--- src/rtl/uart_tx_gen.sv ---
// UART transmitter: START, DATA (LSB first), optional PARITY, STOP on a registered tx line.
// Latency: the frame starts on the acceptance edge, or one edge later through the optional FIFO.
// Backpressure: tx_ready is low while a frame is in flight (or while the FIFO is full).
//
// Ports:
//   clk       - single clock, rising edge
//   rst       - asynchronous reset, active low
//   tx_valid  - tx_data offered
//   tx_data   - word to send, LSB first
//   tx_ready  - word accepted on an edge where tx_valid && tx_ready
//   tx        - registered serial line, idle high
//   busy      - FSM not in IDLE
//   done      - one-cycle pulse on the edge that returns STOP to IDLE
//
// Build option: define UART_TX_FIFO_EN to put a FIFO_DEPTH-entry FIFO in
// front of the FSM (tx_ready then means "FIFO not full").

module uart_tx_gen #(
    parameter int DATA_W       = 8,
    parameter int CLKS_PER_BIT = 10420,
    parameter int PARITY_MODE  = 1,
    parameter int STOP_BITS    = 1,
    parameter int FIFO_DEPTH   = 4
) (
    input  logic              clk,
    input  logic              rst,
    input  logic              tx_valid,
    input  logic [DATA_W-1:0] tx_data,
    output logic              tx_ready,
    output logic              tx,
    output logic              busy,
    output logic              done
);

    localparam int TMR_W = $clog2(CLKS_PER_BIT);
    localparam int IDX_W = $clog2(DATA_W);

    localparam logic [TMR_W-1:0] TMR_LAST  = TMR_W'(CLKS_PER_BIT - 1);
    localparam logic [IDX_W-1:0] IDX_LAST  = IDX_W'(DATA_W - 1);
    localparam logic             STOP_LAST = 1'(STOP_BITS - 1);
    localparam logic             HAS_PAR   = (PARITY_MODE != 0);
    localparam logic             PAR_ODD   = (PARITY_MODE == 2);

    localparam logic [2:0] S_IDLE   = 3'd0;
    localparam logic [2:0] S_START  = 3'd1;
    localparam logic [2:0] S_DATA   = 3'd2;
    localparam logic [2:0] S_PARITY = 3'd3;
    localparam logic [2:0] S_STOP   = 3'd4;

    // Reject illegal configurations at elaboration.
    if (DATA_W < 5 || DATA_W > 9 || CLKS_PER_BIT < 2 ||
        PARITY_MODE < 0 || PARITY_MODE > 2 ||
        (STOP_BITS != 1 && STOP_BITS != 2) ||
        FIFO_DEPTH < 2 || (FIFO_DEPTH & (FIFO_DEPTH - 1)) != 0) begin : g_bad_cfg
        $error("uart_tx_gen: illegal parameter set");
    end

    logic [2:0]        r_state;
    logic [TMR_W-1:0]  r_tmr;
    logic [IDX_W-1:0]  r_idx;
    logic [DATA_W-1:0] r_shift;
    logic              r_par;
    logic              r_stop_cnt;
    logic              r_tx;
    logic              r_done;

    logic              w_bit_end;
    logic              w_src_vld;
    logic [DATA_W-1:0] w_src_dat;
    logic              w_start;

`ifdef UART_TX_FIFO_EN
    localparam int PTR_W = $clog2(FIFO_DEPTH);

    // Pointers carry one extra wrap bit so full and empty are distinguishable.
    logic [DATA_W-1:0] r_mem [FIFO_DEPTH];
    logic [PTR_W:0]    r_wp;
    logic [PTR_W:0]    r_rp;
    logic              w_full;
    logic              w_empty;
    logic              w_push;

    assign w_empty   = (r_wp == r_rp);
    assign w_full    = (r_wp[PTR_W] != r_rp[PTR_W]) &&
                       (r_wp[PTR_W-1:0] == r_rp[PTR_W-1:0]);
    assign tx_ready  = !w_full;
    assign w_push    = tx_valid && !w_full;
    assign w_src_vld = !w_empty;
    assign w_src_dat = r_mem[r_rp[PTR_W-1:0]];

    always_ff @(posedge clk or negedge rst) begin
        if (!rst) begin
            r_wp <= '0;
            r_rp <= '0;
        end else begin
            if (w_push) begin
                r_wp <= r_wp + (PTR_W+1)'(1);
            end
            if (w_start) begin
                r_rp <= r_rp + (PTR_W+1)'(1);
            end
        end
    end

    always_ff @(posedge clk) begin
        if (w_push) begin
            r_mem[r_wp[PTR_W-1:0]] <= tx_data;
        end
    end
`else
    assign tx_ready  = (r_state == S_IDLE) && rst;
    assign w_src_vld = tx_valid;
    assign w_src_dat = tx_data;
`endif

    assign w_start   = (r_state == S_IDLE) && w_src_vld;
    assign w_bit_end = (r_tmr == TMR_LAST);

    assign tx   = r_tx;
    assign busy = (r_state != S_IDLE);
    assign done = r_done;

    always_ff @(posedge clk or negedge rst) begin
        if (!rst) begin
            r_state    <= S_IDLE;
            r_tmr      <= '0;
            r_idx      <= '0;
            r_shift    <= '0;
            r_par      <= 1'b0;
            r_stop_cnt <= 1'b0;
            r_tx       <= 1'b1;
            r_done     <= 1'b0;
        end else begin
            r_done <= 1'b0;
            case (r_state)
                S_IDLE: begin
                    if (w_start) begin
                        // Parity is fixed at capture so later tx_data changes cannot leak in.
                        r_state <= S_START;
                        r_tmr   <= '0;
                        r_shift <= w_src_dat;
                        r_par   <= (^w_src_dat) ^ PAR_ODD;
                        r_tx    <= 1'b0;
                    end
                end
                S_START: begin
                    if (w_bit_end) begin
                        r_state <= S_DATA;
                        r_tmr   <= '0;
                        r_idx   <= '0;
                        r_tx    <= r_shift[0];
                        r_shift <= r_shift >> 1;
                    end else begin
                        r_tmr <= r_tmr + TMR_W'(1);
                    end
                end
                S_DATA: begin
                    if (w_bit_end) begin
                        r_tmr <= '0;
                        if (r_idx == IDX_LAST) begin
                            if (HAS_PAR) begin
                                r_state <= S_PARITY;
                                r_tx    <= r_par;
                            end else begin
                                r_state    <= S_STOP;
                                r_stop_cnt <= 1'b0;
                                r_tx       <= 1'b1;
                            end
                        end else begin
                            r_idx   <= r_idx + IDX_W'(1);
                            r_tx    <= r_shift[0];
                            r_shift <= r_shift >> 1;
                        end
                    end else begin
                        r_tmr <= r_tmr + TMR_W'(1);
                    end
                end
                S_PARITY: begin
                    if (w_bit_end) begin
                        r_state    <= S_STOP;
                        r_tmr      <= '0;
                        r_stop_cnt <= 1'b0;
                        r_tx       <= 1'b1;
                    end else begin
                        r_tmr <= r_tmr + TMR_W'(1);
                    end
                end
                S_STOP: begin
                    // The timer wraps between stop bits; r_stop_cnt tracks which one is ending.
                    if (w_bit_end) begin
                        r_tmr <= '0;
                        if (r_stop_cnt == STOP_LAST) begin
                            r_state <= S_IDLE;
                            r_done  <= 1'b1;
                        end else begin
                            r_stop_cnt <= r_stop_cnt + 1'b1;
                        end
                    end else begin
                        r_tmr <= r_tmr + TMR_W'(1);
                    end
                end
                default: begin
                    r_state <= S_IDLE;
                    r_tx    <= 1'b1;
                end
            endcase
        end
    end

endmodule
--- config.mk ---
export PLATFORM = sky130hd
export DESIGN_NAME = uart_tx_gen
export DESIGN_NICKNAME = d
export VERILOG_FILES = /design/src/rtl/uart_tx_gen.sv
export SDC_FILE = /design/constraint.sdc
export NUM_CORES = 1
export LEC_CHECK = 0
export CAP_MARGIN = 20
export CORE_MARGIN = 5
export CORE_UTILIZATION = 50
export CTS_BUF_LIST = sky130_fd_sc_hd__clkbuf_4
export DETAILED_ROUTE_END_ITERATION = 10
export PLACE_DENSITY_LB_ADDON = 0.3
export SLEW_MARGIN = 20
export SYNTH_ARGS = -nofsm -noshare
export SYNTH_HDL_FRONTEND = slang
export SYNTH_SLANG_ARGS = --single-unit
--- constraint.sdc ---
create_clock -name clk -period 2.7 [get_ports clk]
set_clock_uncertainty 0.2 [all_clocks]
set_input_delay 0.81 -clock clk [delete_from_list [all_inputs] [get_ports clk]]
set_output_delay 0.81 -clock clk [all_outputs]
set_load 0.01 [all_outputs]
**Run 1: cell area per tile**

Scale: 6 px per um. The die is cut into 7 by 7 equal tiles; dark blue is low, red is high, 0 to 100% covered.
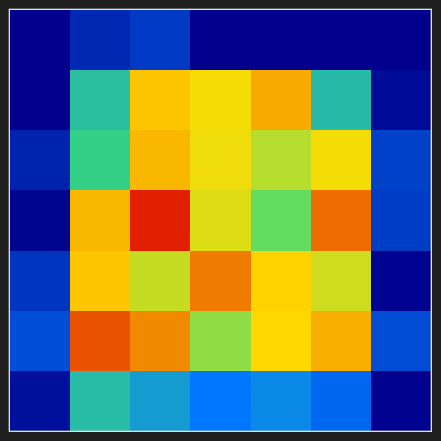
nearly empty tiles = 18%
densest ninth of the die = centre
mean over tiles = 42%
tiles over 75% full = 27%
fullest tile = 96%
Core Util, Final: 62.3%
Core Util at FP: 52.9%

**Run 1: wires at chosen ports, followed through buffers**

Scale: 6 px per um.
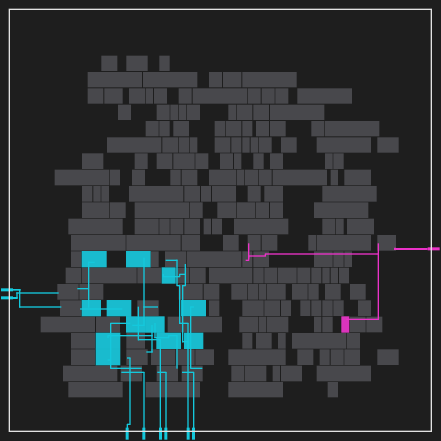
cyan -> tx_data  # bits 8, direction input, edge 6 south, 2 west, end cells 12, wire 227 um
magenta -> busy  # bits 1, direction output, edge east, end cells 1, wire 48.8 um

**Run 1: sizing map**

Scale: 6 px per um.
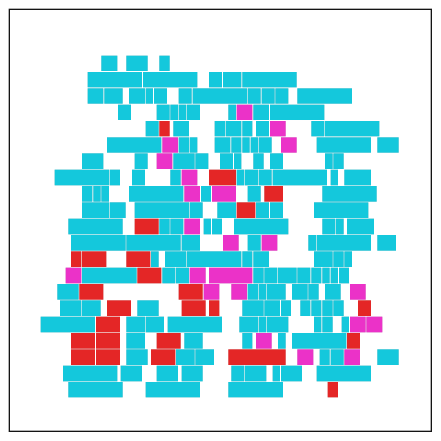
red -> _2 cells  # cells 25
cyan -> _0 and _1 cells  # cells 165
magenta -> _3 and _4 cells  # cells 22
Non-clock buffers: 29
Area growth syn-to-layout: 17.9%
Final Worst Setup Slack: 0.0911 ns
final instance area: 2130 um^2

==> run notes, run 1 <==
impl run done, here's what came out: outcome finished, final reports clean, Top cells excl fill/tap 30 x dfrtp_1, 19 x a31oi_1, 15 x mux2_2, 15 x buf_4, 13 x nor2_1, htree depth 2, via count 1,593, post-CTS setup buffers 0, setup TNS 0 ns, Worst Hold Class flop to flop, CTS sink cnt 31, P_sw 0.481 mW, Rows 21, number of hold buffers added after cts 0, Root Driver clkbuf_4, placed cells roughly 250, met1 wire length around 1800 um, detailed router's first-iteration violation count 143, Max clock buf depth 2, met2 usage 30.3%, Die W around 70 um, Crit-path slowest cell dfrtp_1, GRT Overall Usage 18.1%, Chip Area, Yosys 1810 um^2, tap cell count ~46, Flop area between 700 and 800 um^2, Critical Path Start Type flop, DRC Markers 0, Late-Pin Clk Latency ~0.33 ns, Worst Hold Margin 0.309 ns, share of power burned in combinational logic 30.6%, Routed Antenna Nets 0, DR top layer met4, area post-placement between 2000 and 2500 um^2, Multi-input gate area a little under 1000 um^2, fraction of area in multi-input gates 46.2%, Yosys cell types around 42, flop share of the area 36.5%, die y size approximately 70 um, # fillers between 200 and 300
run 1: synth_stat cells, types with 2 or more instances:
library cell,count,area [um^2]
inv_1,3,11.3
or3_1,2,12.5
mux2i_1,2,20.0
dfrtp_1,30,751
ha_1,3,37.5
o21a_1,2,15.0
a211oi_1,2,15.0
nand2_1,10,37.5
nand3_1,11,55.1
o211ai_1,3,22.5
a32oi_1,2,17.5
a21oi_1,3,15.0
o21ai_0,12,60.1
nand4_1,5,31.3
nand3b_1,3,22.5
or3b_2,2,17.5
clkbuf_1,9,33.8
a31oi_1,19,119
xnor2_1,8,70.1
nor3_1,2,10.0
and2_1,2,12.5
nor2b_1,2,12.5
nor2_1,14,52.6
mux2_2,15,169
or4_1,2,15.0
run 1: kinds of logic (layout without fill, tap and decap cells):
| kind of cell | Yosys count | in the layout | synth area share (%) |
|---|---|---|---|
| simple gates | 63 | 63 | 19.1 |
| compound gates | 50 | 50 | 18.7 |
| flops | 31 | 31 | 43.0 |
| mux | 17 | 17 | 10.5 |
| buf+inv | 13 | 40 | 2.77 |
| xor+xnor | 8 | 8 | 3.88 |
| fa+ha+maj | 3 | 3 | 2.08 |
run 1: path summary, 6_finish.rpt:
| check | start | cells after the start | slack, ns | endpoint |
|---|---|---|---|---|
| worst max-delay path | r_state[1] | 4 | 0.09 | busy |
| worst min-delay path | r_shift[3] | 1 | 0.31 | r_shift[3] |
| worst max register to register | r_tmr[2] | 5 | 0.10 | r_shift[2] |
| worst min register to register | r_shift[3] | 1 | 0.31 | r_shift[3] |
| max in group asynchronous | rst | 2 | 1.29 | tx |
| min in group asynchronous | rst | 2 | 0.69 | r_state[1] |
run 1: registers in the layout (all words and copies together), names as in the netlist:
signal,flops
r_idx,3
r_state,3
r_par,1
r_shift,8
done,1
tx,1
r_tmr,14
**Run 1: signal wires on met1**

Scale: 8 px per um. Supply wires on this layer in grey.
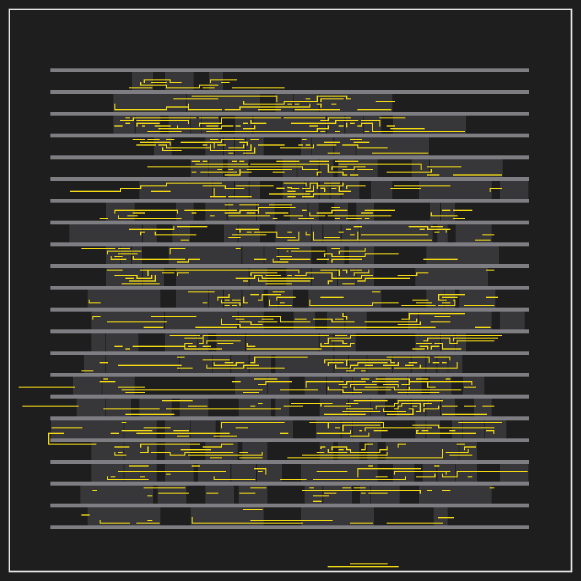

## Run 2: what changed since run 1
DONT_BUFFER_PORTS = 1   (was not set)
**Run 2: signal wires on met1**

Scale: 8 px per um. Supply wires on this layer in grey.
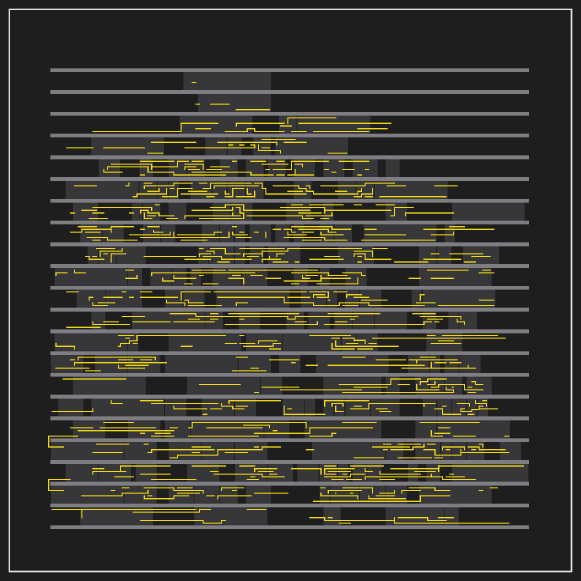
nets with wire on the layer = 194
share of all routed wire = 44%
longest straight run = 17.9 um
final wirelength: 4060 um
via count: 1,544
met1 usage: 22.5%

==> run 2 against run 1 <==
Net effect: total power rose by 6.6%; worst setup slack improved by 0.0055 ns; clock power rose by 38%; global-route usage fell by 0.32 points; largest power group unchanged; highest routed layer unchanged; final cell count down 5.0%; synthesized cell count unchanged; register-to-register slack hardly changed; critical path type is now flop to flop; via count is 3.1% lower; area after synthesis is the same; utilization shrank 2.1 points.
==> run notes, run 2 <==
impl run done, here's what came out: met2 usage 28.6% (-1.7 points), Final Worst Setup Slack 0.0965 ns (+0.00548 ns), Routed Antenna Nets 0 (unchanged), Commonest cells post-synth 30 x dfrtp_1, 19 x a31oi_1, 15 x mux2_2, r2r startpoint r_tmr[2], area share of the largest cell type after synthesis 41.6% (unchanged), Yosys cell types 42 (unchanged), Core Util, Final 60.3% (-2.1 points), die y size 70.1 um (unchanged), DRC Markers 0 (unchanged), Chip Area, Yosys 1810 um^2 (unchanged), number of hold buffers added after cts 1 (+1), leading area contributor after synthesis dfrtp_1, Core Util at FP 52.9% (unchanged), detailed router's first-iteration violation count 120 (-16%), outcome finished, final reports clean, Largest register FFs 14 (unchanged), Worst Hold Class input pin to asynchronous set/reset pin, met1 wire length 1780 um (-2.0%), most common cell in the synthesized netlist dfrtp_1, Largest Register r_tmr, DR top layer met4, crit path time final 2.60 ns, top cells by area, synth dfrtp_1 42%, mux2_2 9.4%, a31oi_1 6.6%, GRT Overall Usage 17.8% (-0.32 points), Rows 21 (unchanged), htree depth 2 (unchanged), Root Driver clkbuf_4, Largest regs r_tmr (14), r_shift (8), Max clock buf depth 2 (unchanged)
**Run 2: sizing map**

Scale: 6 px per um.
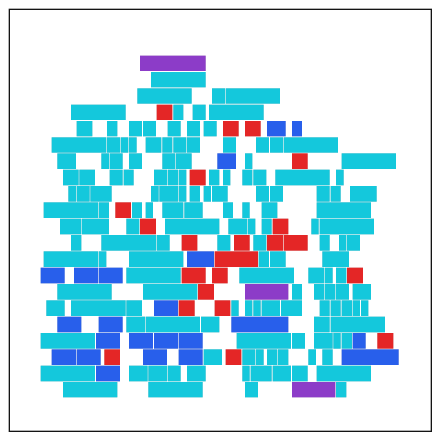
red -> _3 and _4 cells  # cells 22
blue -> _2 cells  # cells 22
purple -> _6 and larger  # cells 3
cyan -> _0 and _1 cells  # cells 152
Non-clock buffers: 16
Area growth syn-to-layout: 14.0%
final instance area: 2060 um^2

run 2: cell counts after synthesis:
Identical to the previous run, type by type.
run 2: power breakdown:
group | leakage, nW | internal, mW | switching [mW]
Clock | 0.0426 | 0.190 | 0.169
Sequential | 0.386 | 0.579 | 0.103
Combinational | 0.447 | 0.213 | 0.206
run 2: logic make-up (layout without fill, tap and decap cells):
kind of cell / Yosys count / in the layout / share of synthesized area (%)
adders and majority gates: 3 / 3 / 2.08
muxes: 17 / 17 / 10.5
xor gates and xnor gates: 8 / 8 / 3.88
AOI/OAI and AO/OA: 50 / 50 / 18.7
buffers and inverters: 13 / 27 / 2.77
DFF: 31 / 31 / 43.0
and+or+nand+nor: 63 / 63 / 19.1
run 2: path summary, 6_finish.rpt:
| kind | endpoint | slack, ns |
|---|---|---|
| hold / removal | r_state[2] | 0.07 |
| setup reg to reg | r_shift[0] | 0.1 |
| hold reg to reg | r_tmr[13] | 0.31 |
| setup / recovery | r_shift[0] | 0.1 |
| max in group asynchronous | r_tmr[1] | 2.05 |
| min in group clk | r_tmr[13] | 0.31 |
run 2: worst max-delay path: stages (launching register included):
cell and delay (ns):
dfrtp_1 0.40, or4b_1 0.57, or4_4 0.58, a211oi_4 0.26, buf_12 0.16, mux2_2 0.33
run 2: area by class of cell:
cell class                      count  area (um^2)
Fill cell                         303         1360
Multi-Input combinational cell    141          990
Sequential cell                    31          778
Timing Repair Buffer               16          145
Tap cell                           46         57.6
Clock inverter                      3         38.8
Clock buffer                        5         37.5
Inverter                            3         11.3
run 2: metrics by stage:
step                area [um^2]  hold slack [ns]  std cells  power, mW
floorplan                  1810            0.244        185      0.951
global placement           1930            0.271        235       1.08
detailed placement         1930            0.289        235       1.09
CTS                        2050           0.0714        245       1.47
global route               2060           0.0637        245       1.56
finish                     2060           0.0700        245       1.46
**Run 2: wires at chosen ports, followed through buffers**

Scale: 6 px per um.
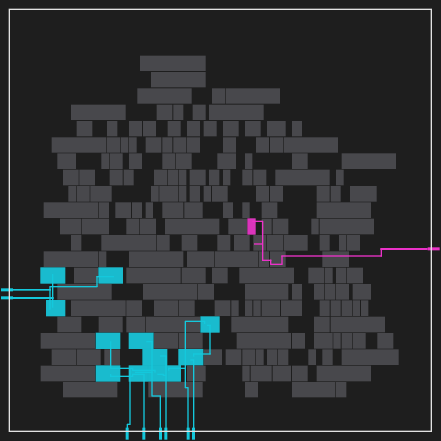

## Run 3: what changed since run 2
GPL_ROUTABILITY_DRIVEN = 0   (was not set)
**Run 3: wires at chosen ports, followed through buffers**

Scale: 6 px per um.
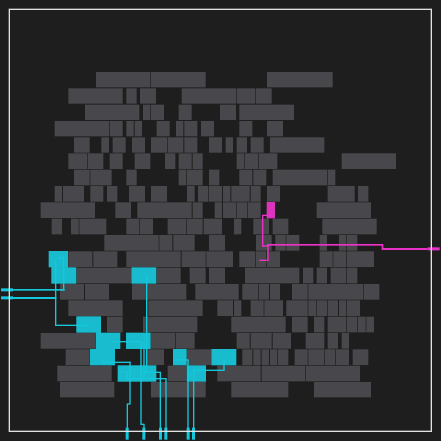
cyan -> tx_data  # bits 8, direction input, edge 6 south, 2 west, end cells 12, wire 155 um
magenta -> busy  # bits 1, direction output, edge east, end cells 1, wire 38.7 um

**Run 3: signal wires on met1**

Scale: 8 px per um. Supply wires on this layer in grey.
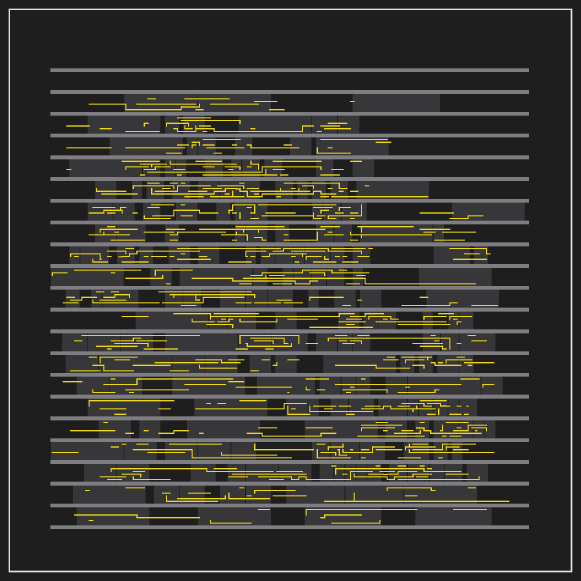
nets with wire on the layer = 199
share of all routed wire = 44%
wire length on this layer = 1,680 um
via count: 1,514
met1 usage: 21.9%
final wirelength: 3840 um

==> run 3 against run 2 <==
Net effect: sequential power about the same; die size stayed put; sequential share of layout area grew 0.092 points; critical path depth is 2 lower; design area down 0.24%; via count is 1.9% lower; worst setup slack worse by 0.023 ns; combinational power barely moved; global-route usage decreased by 0.42 points; highest routed layer unchanged.
==> run notes, run 3 <==
impl run done, here's what came out: Sw Share 32.5% (-0.25 points), main logic family after synthesis simple AND/OR/NAND/NOR gates, Flop+latch power 0.683 mW (about the same), # fillers 306 (+0.99%), outcome finished, final reports clean, XOR/XNOR Area Share 3.88% (unchanged), Power Internal 0.983 mW (about the same), htree depth 2 (unchanged), Max clock buf depth 2 (unchanged), die y size 70.1 um (unchanged), Worst Hold Class input pin to asynchronous set/reset pin, post-DP HPWL 2750 um, GRT Overall Usage 17.4% (-0.42 points), area fraction in compound gates 18.7% (unchanged), most used logic cell in the final layout dfrtp_1, area post-placement 1930 um^2 (unchanged), Clock Power 0.354 mW (-2%), Core Util at FP 52.9% (unchanged), P_comb 0.419 mW (about the same), placed cells 235 (unchanged), register share of total power 46.9% (+0.2 points), DRC Markers 0 (unchanged), Commonest cells post-synth 30 x dfrtp_1, 19 x a31oi_1, 15 x mux2_2, Root Driver clkbuf_4, Core Util, Final 60.1% (-0.15 points), Routed Antenna Nets 0 (unchanged), Finished Layout Cells 245 (unchanged), simple share 19.1% (unchanged), Final Worst Setup Slack 0.0736 ns (-0.0230 ns), mux frac, synth 10.5% (unchanged), Chip Area, Yosys 1810 um^2 (unchanged), Largest stage delay, worst path 0.49 ns (-0.09 ns), Core Area 3420 um^2, Worst-path clk slew about 0.1 ns, Max power group registers, Largest register FFs 14 (unchanged), max-slew violation count 0, detailed router's first-iteration violation count 70 (-42%), Largest regs r_tmr (14), r_shift (8), Crit-path slowest cell dfrtp_2, Rows 21 (unchanged), P_sw 0.473 mW (-1.1%), Largest Register r_tmr, crit path cell chain or2_2 > nor2_2 > and2_1, Clk pwr share 24.3% (-0.3 points), Yosys cell types 42 (unchanged), crit path time final 2.63 ns (+0.0230 ns), total power 1.46 mW (-0.34%), leading area contributor after synthesis dfrtp_1, final instance area 2050 um^2 (-0.24%)
## run 3: critical path, delay by kind of cell, from the launching register on
family / cells / cell delay [ns]
and+or+nand+nor: 3 / 0.79
DFF: 1 / 0.49
## run 3: per-stage QoR
step	TNS, ns	hold WS, ns
floorplan	0	0.244
global placement	0	0.261
detailed placement	-0.00651	0.285
CTS	0	0.0793
global route	0	0.0801
finish	0	0.0828
## run 3: timing repair
item,CTS,global route
hold endpoints to repair,30,0
hold buffers,1,0
endpoints found under the setup margin,7,4
gates resized,1,2
pin swaps,1,0
buffers inserted,1,0
## run 3: worst paths after layout
path                       startpoint    endpoint  slack (ns)  depth (start not counted)
min                               rst  r_state[0]        0.08                          1
min reg2reg                 r_tmr[13]   r_tmr[13]        0.29                          1
max reg2reg                  r_tmr[2]  r_shift[3]        0.09                          5
max in group asynchronous         rst    r_tmr[9]        2.05                          1
max                        r_state[1]    tx_ready        0.07                          3
min in group clk            r_tmr[13]   r_tmr[13]        0.29                          1
## run 3: kinds of logic (layout without fill, tap and decap cells)
family | count (synthesis) | after routing
fa+ha+maj | 3 | 3
xor+xnor | 8 | 8
mux | 17 | 17
buf+inv | 13 | 27
flops | 31 | 31
simple gates | 63 | 63
compound gates | 50 | 50
## run 3: cell type report
| type | count | area, um^2 | area share (%) |
|---|---|---|---|
| timing repair buffer | 16 | 145 | 7.07 |
| clock inverter | 3 | 38.8 | 1.89 |
| inverter | 3 | 11.3 | 0.548 |
| clock buffer | 5 | 37.5 | 1.83 |
| sequential | 31 | 778 | 37.9 |
| tap | 46 | 57.6 | 2.80 |
| multi-input combinational | 141 | 985 | 48.0 |
## run 3: metal layers
metal	up-vias	global-route usage (%)	wire length, um
li1	732	-	-
met1	737	21.9	1680
met2	41	27.5	1870
met3	4	5.02	225
met4	0	7.87	52
met5	-	0	0
Power and IR drop assume default switching activity.
